===== config.mk =====
export PLATFORM = sky130hd
export DESIGN_NAME = mod_n_up_down_counter
export DESIGN_NICKNAME = d
export VERILOG_FILES = /design/src/rtl/cnt_pkg.sv /design/src/rtl/mod_n_next.sv /design/src/rtl/mod_n_up_down_counter.sv
export SDC_FILE = /design/constraint.sdc
export NUM_CORES = 1
export LEC_CHECK = 0
export CORE_AREA = 2 2 39 41
export DETAILED_ROUTE_END_ITERATION = 12
export DIE_AREA = 0 0 41 43
export GPL_ROUTABILITY_DRIVEN = 0
export PLACE_DENSITY = 0.63
export SYNTH_ARGS = -nofsm -noshare
export SYNTH_HDL_FRONTEND = slang
export SYNTH_SLANG_ARGS = --single-unit

===== constraint.sdc =====
create_clock -name i_clk -period 3.72 [get_ports i_clk]
set_clock_uncertainty 0.2 [all_clocks]
set_input_delay 0.93 -clock i_clk [delete_from_list [all_inputs] [get_ports i_clk]]
set_output_delay 0.93 -clock i_clk [all_outputs]
set_load 0.005 [all_outputs]

===== src/rtl/cnt_pkg.sv =====
// Shared constants and helpers for the counter/timer library.
package cnt_pkg;

    localparam logic CNT_UP   = 1'b0;
    localparam logic CNT_DN   = 1'b1;
    localparam logic CNT_WRAP = 1'b0;
    localparam logic CNT_SAT  = 1'b1;

    // Smallest width able to hold 0..modulus-1; a modulus of 2 still needs one bit.
    function automatic int cnt_width(input int modulus);
        return (modulus <= 2) ? 1 : $clog2(modulus);
    endfunction

endpackage


===== src/rtl/mod_n_next.sv =====
// Combinational next-count step for a modulo-N counter.
// Computes the stepped value, whether the count sits at the limit for the
// chosen direction, and whether this step would wrap around.
module mod_n_next
    import cnt_pkg::*;
#(
    parameter int MODULUS = 5,
    parameter int WIDTH   = cnt_width(MODULUS)
) (
    input  logic [WIDTH-1:0] count,
    input  logic             dir,
    input  logic             mode,
    output logic [WIDTH-1:0] next_count,
    output logic             at_limit,
    output logic             wrap_evt
);

    localparam logic [WIDTH-1:0] MAX_VAL = WIDTH'(MODULUS - 1);

    // Step one position in the chosen direction, never leaving 0..MODULUS-1.
    always_comb begin
        next_count = count;
        at_limit   = 1'b0;
        wrap_evt   = 1'b0;
        if (dir == CNT_UP) begin
            at_limit = (count == MAX_VAL);
            if (!at_limit) begin
                next_count = count + WIDTH'(1);
            end else if (mode == CNT_WRAP) begin
                next_count = '0;
                wrap_evt   = 1'b1;
            end
        end else begin
            at_limit = (count == '0);
            if (!at_limit) begin
                next_count = count - WIDTH'(1);
            end else if (mode == CNT_WRAP) begin
                next_count = MAX_VAL;
                wrap_evt   = 1'b1;
            end
        end
    end

endmodule


===== src/rtl/mod_n_up_down_counter.sv =====
// Parametrised modulo-N up/down counter with clamped parallel load,
// per-cycle wrap/saturate selection, combinational terminal count for
// cascading, and registered wrap / load-clamp pulses.
module mod_n_up_down_counter
    import cnt_pkg::*;
#(
    parameter int MODULUS = 5,
    parameter int WIDTH   = cnt_width(MODULUS),
    parameter int RST_VAL = 0
) (
    input  logic             i_clk,
    input  logic             i_rst_n,
    input  logic             i_en,
    input  logic             i_up_down,
    input  logic             i_sat,
    input  logic             i_load,
    input  logic [WIDTH-1:0] i_load_val,
    output logic [WIDTH-1:0] o_Q,
    output logic             o_tc,
    output logic             o_wrap,
    output logic             o_load_err
);

    // Parameter sanity: reject configurations the counter cannot represent.
    if (MODULUS < 2) begin : g_bad_modulus
        $error("mod_n_up_down_counter: MODULUS must be >= 2");
    end
    if ((2 ** WIDTH) < MODULUS) begin : g_bad_width
        $error("mod_n_up_down_counter: WIDTH too small for MODULUS");
    end
    if ((RST_VAL < 0) || (RST_VAL >= MODULUS)) begin : g_bad_rst_val
        $error("mod_n_up_down_counter: RST_VAL must be in 0..MODULUS-1");
    end

    localparam logic [WIDTH-1:0] MAX_VAL = WIDTH'(MODULUS - 1);
    // One bit wider so the range check stays meaningful when MODULUS is a power of two.
    localparam logic [WIDTH:0]   MAX_EXT = (WIDTH + 1)'(MODULUS - 1);
    localparam logic [WIDTH-1:0] RST_Q   = WIDTH'(RST_VAL);

    logic [WIDTH-1:0] step_val;
    logic             at_limit;
    logic             wrap_evt;
    logic             load_oob;
    logic [WIDTH-1:0] load_q;

    mod_n_next #(
        .MODULUS (MODULUS),
        .WIDTH   (WIDTH)
    ) u_next (
        .count      (o_Q),
        .dir        (i_up_down),
        .mode       (i_sat),
        .next_count (step_val),
        .at_limit   (at_limit),
        .wrap_evt   (wrap_evt)
    );

    // Clamp out-of-range load values to the top of the count range.
    always_comb begin
        load_oob = ({1'b0, i_load_val} > MAX_EXT);
        load_q   = load_oob ? MAX_VAL : i_load_val;
    end

    // Terminal count: the next edge will wrap in the current direction.
    always_comb begin
        o_tc = i_en & ~i_load & ~i_sat & at_limit;
    end

    // Count register and event pulses; load beats enable, enable beats hold.
    always_ff @(posedge i_clk or negedge i_rst_n) begin
        if (!i_rst_n) begin
            o_Q        <= RST_Q;
            o_wrap     <= 1'b0;
            o_load_err <= 1'b0;
        end else if (i_load) begin
            o_Q        <= load_q;
            o_wrap     <= 1'b0;
            o_load_err <= load_oob;
        end else if (i_en) begin
            o_Q        <= step_val;
            o_wrap     <= wrap_evt;
            o_load_err <= 1'b0;
        end else begin
            o_wrap     <= 1'b0;
            o_load_err <= 1'b0;
        end
    end

endmodule


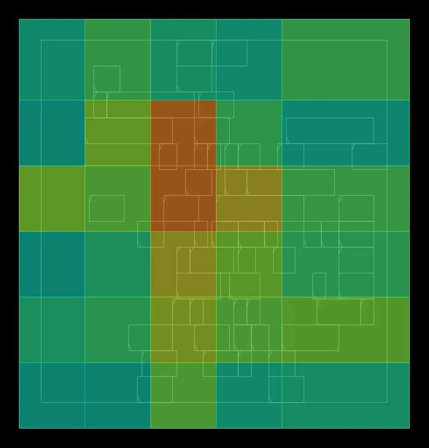
(track usage over the die)
Routed wire per std cell: 9.797 µm
post-layout util: 39.42%
met1 Use GR: 10.71%
GR Util All Layers: 10.47%
met2 Usage GRT: 15.63%

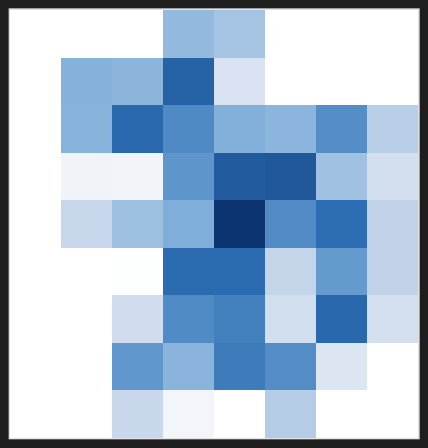
(cell area per tile)
8 x 9 tiles, from white (low) to dark blue (high), 0 to 100% covered.
densest ninth of the die	center
nearly empty tiles	36%
mean over tiles	30%
fullest tile	98%

==> impl_metrics.ini <==
; yosys + openroad results
[run_status]
status = complete, no violations

[power]
switchingPower_uw = 56.18
leakagePower_uw = 0.0002478
peakVddDrop_v = 0.0001288
swShare_pct = 29.06
pg_clk_uw = 60.7
internal-power_uw = 137.1
p_seq_uw = 67.5
power.share.combinational_pct = 33.7
totalPowerFinal_uw = 193.3
top_power_group = sequential cells
p_per_area_nw_per_um2 = 354.4
p_comb_uw = 65.1
pwr-share-clk_pct = 31.4
p_seq_share_pct = 34.9

[cells_and_area]
flops = 5
inv_count = 5
regArea_um2 = 125.1
comb_cells = 28
largestRegisters = o_Q x3, o_load_err x1, o_wrap x1
nNetsFinal = 71
area_delta_synth_final_pct = 53.52
comb_area_um2 = 200.2
antennaDiodeCount = 0
drive_gt1_share_pct = 12.07
mostFrequentLayoutCell = clkdlybuf4s50_1
final_area_um2 = 545.5
largestClassByArea = logic gates
fin_cells = 74

[worst_setup_path]
arrival_ns = 2.43
critPathSlowestCell = clkdlybuf4s50_1
worst-path-max-fanout = 3
crit_buf_inv = 2
crit_required_ns = 2.59
critPathLaunch = i_up_down
path_cells = clkdlybuf4s50_1 -> xor2_2 -> nand2_1 -> nor3_1 -> clkdlybuf4s50_1
rrSetupSlack_ns = 2.07
cp-start-kind = primary input
critical-path-top-delay-family = buffers and inverters
path_depth = 5
cpPeakStageDelay_ns = 0.52
r2r_start = o_Q[0]
rr_endpoint = o_Q[2]
r2r.worst_path.cells = 5

[synth]
avgSynthCellArea_um2 = 9.111
ys_cells = 39
yosysUniqueCellTypes = 19
top_cells_by_area = dfrtp_1 35%, ha_1 11%, mux2i_1 5.6%, inv_1 5.3%, nor2_1 5.3%
ys.flop_type = dfrtp_1
simple_gate_share_pct = 15.14
synthArstFlopShare_pct = 100.0
synthMuxAreaShare_pct = 5.634
syn_inst = 39
top_area_share_pct = 35.21
yosys-top-cells-count = 5 x dfrtp_1, 5 x inv_1, 5 x nor2_1, 3 x ha_1, 3 x nor3_1
synth_flops = 5
synth.logic.top_family = AND-OR/OR-AND gates
synth_compound_gate_area_share_pct = 20.42
ys_sh_xor_pct = 4.577
netlist_area_um2 = 355.3
synthesis.nets = 51
synth_top_cell_by_area = dfrtp_1
enable_flop_cells = 0
adder_share_pct = 10.56
ys_chip_area_um2 = 355.3

[routing]
drt-met1-wl_um = 303
top_layer_used = met3
drt_iter0_drc = 3
avgViaCountPerCell = 4.635
via_count = 343
firstDrtPassIters = 4
met3_length_um = 60
wl_met2_um = 361
route.detailed.drc = 0
ant_nets = 0

[final_timing]
slew_headroom_pct = 82.81
tightest_slew_ns = 0.2570
rsz0062_at_grt = no
max_freq_ghz = 0.2805
setup_tns_ns = 0
fin_ws_ns = 0.1553
fin_crit_ns = 3.565
drv_slew = 0
setup_viol = 0

[global_routing]
grt_max_degree = 7
grt-busiest-layer = met2
grt_pass1_vias = 298
grt_overflow_total = 0
grt_util_met3_pct = 7.853

[clock_network]
cts_buffers = 3
cts-root-buf = clkbuf_4
cts.hold.buffers_added = 0
cts_resized = 0
cts_tree = built
clock-sinks = 5
clk_pin_slew_ns = 0.04
post_cts_buffers = 0
clock_latency_ns = 0.24

[die]
fp.dieW_um = 41
ios = 15
die_y_um = 43
row_count = 14
taps = 16
die_area_um2 = 1763

[flow_run]
warnings = 28
cap_violations = 0

[placed_design]
portBuffers = 14
dp_cells = 70
place_area_um2 = 519.2

[worst_hold_path]
min_from = o_Q[1]
Power is estimated from default activity; no workload was simulated.
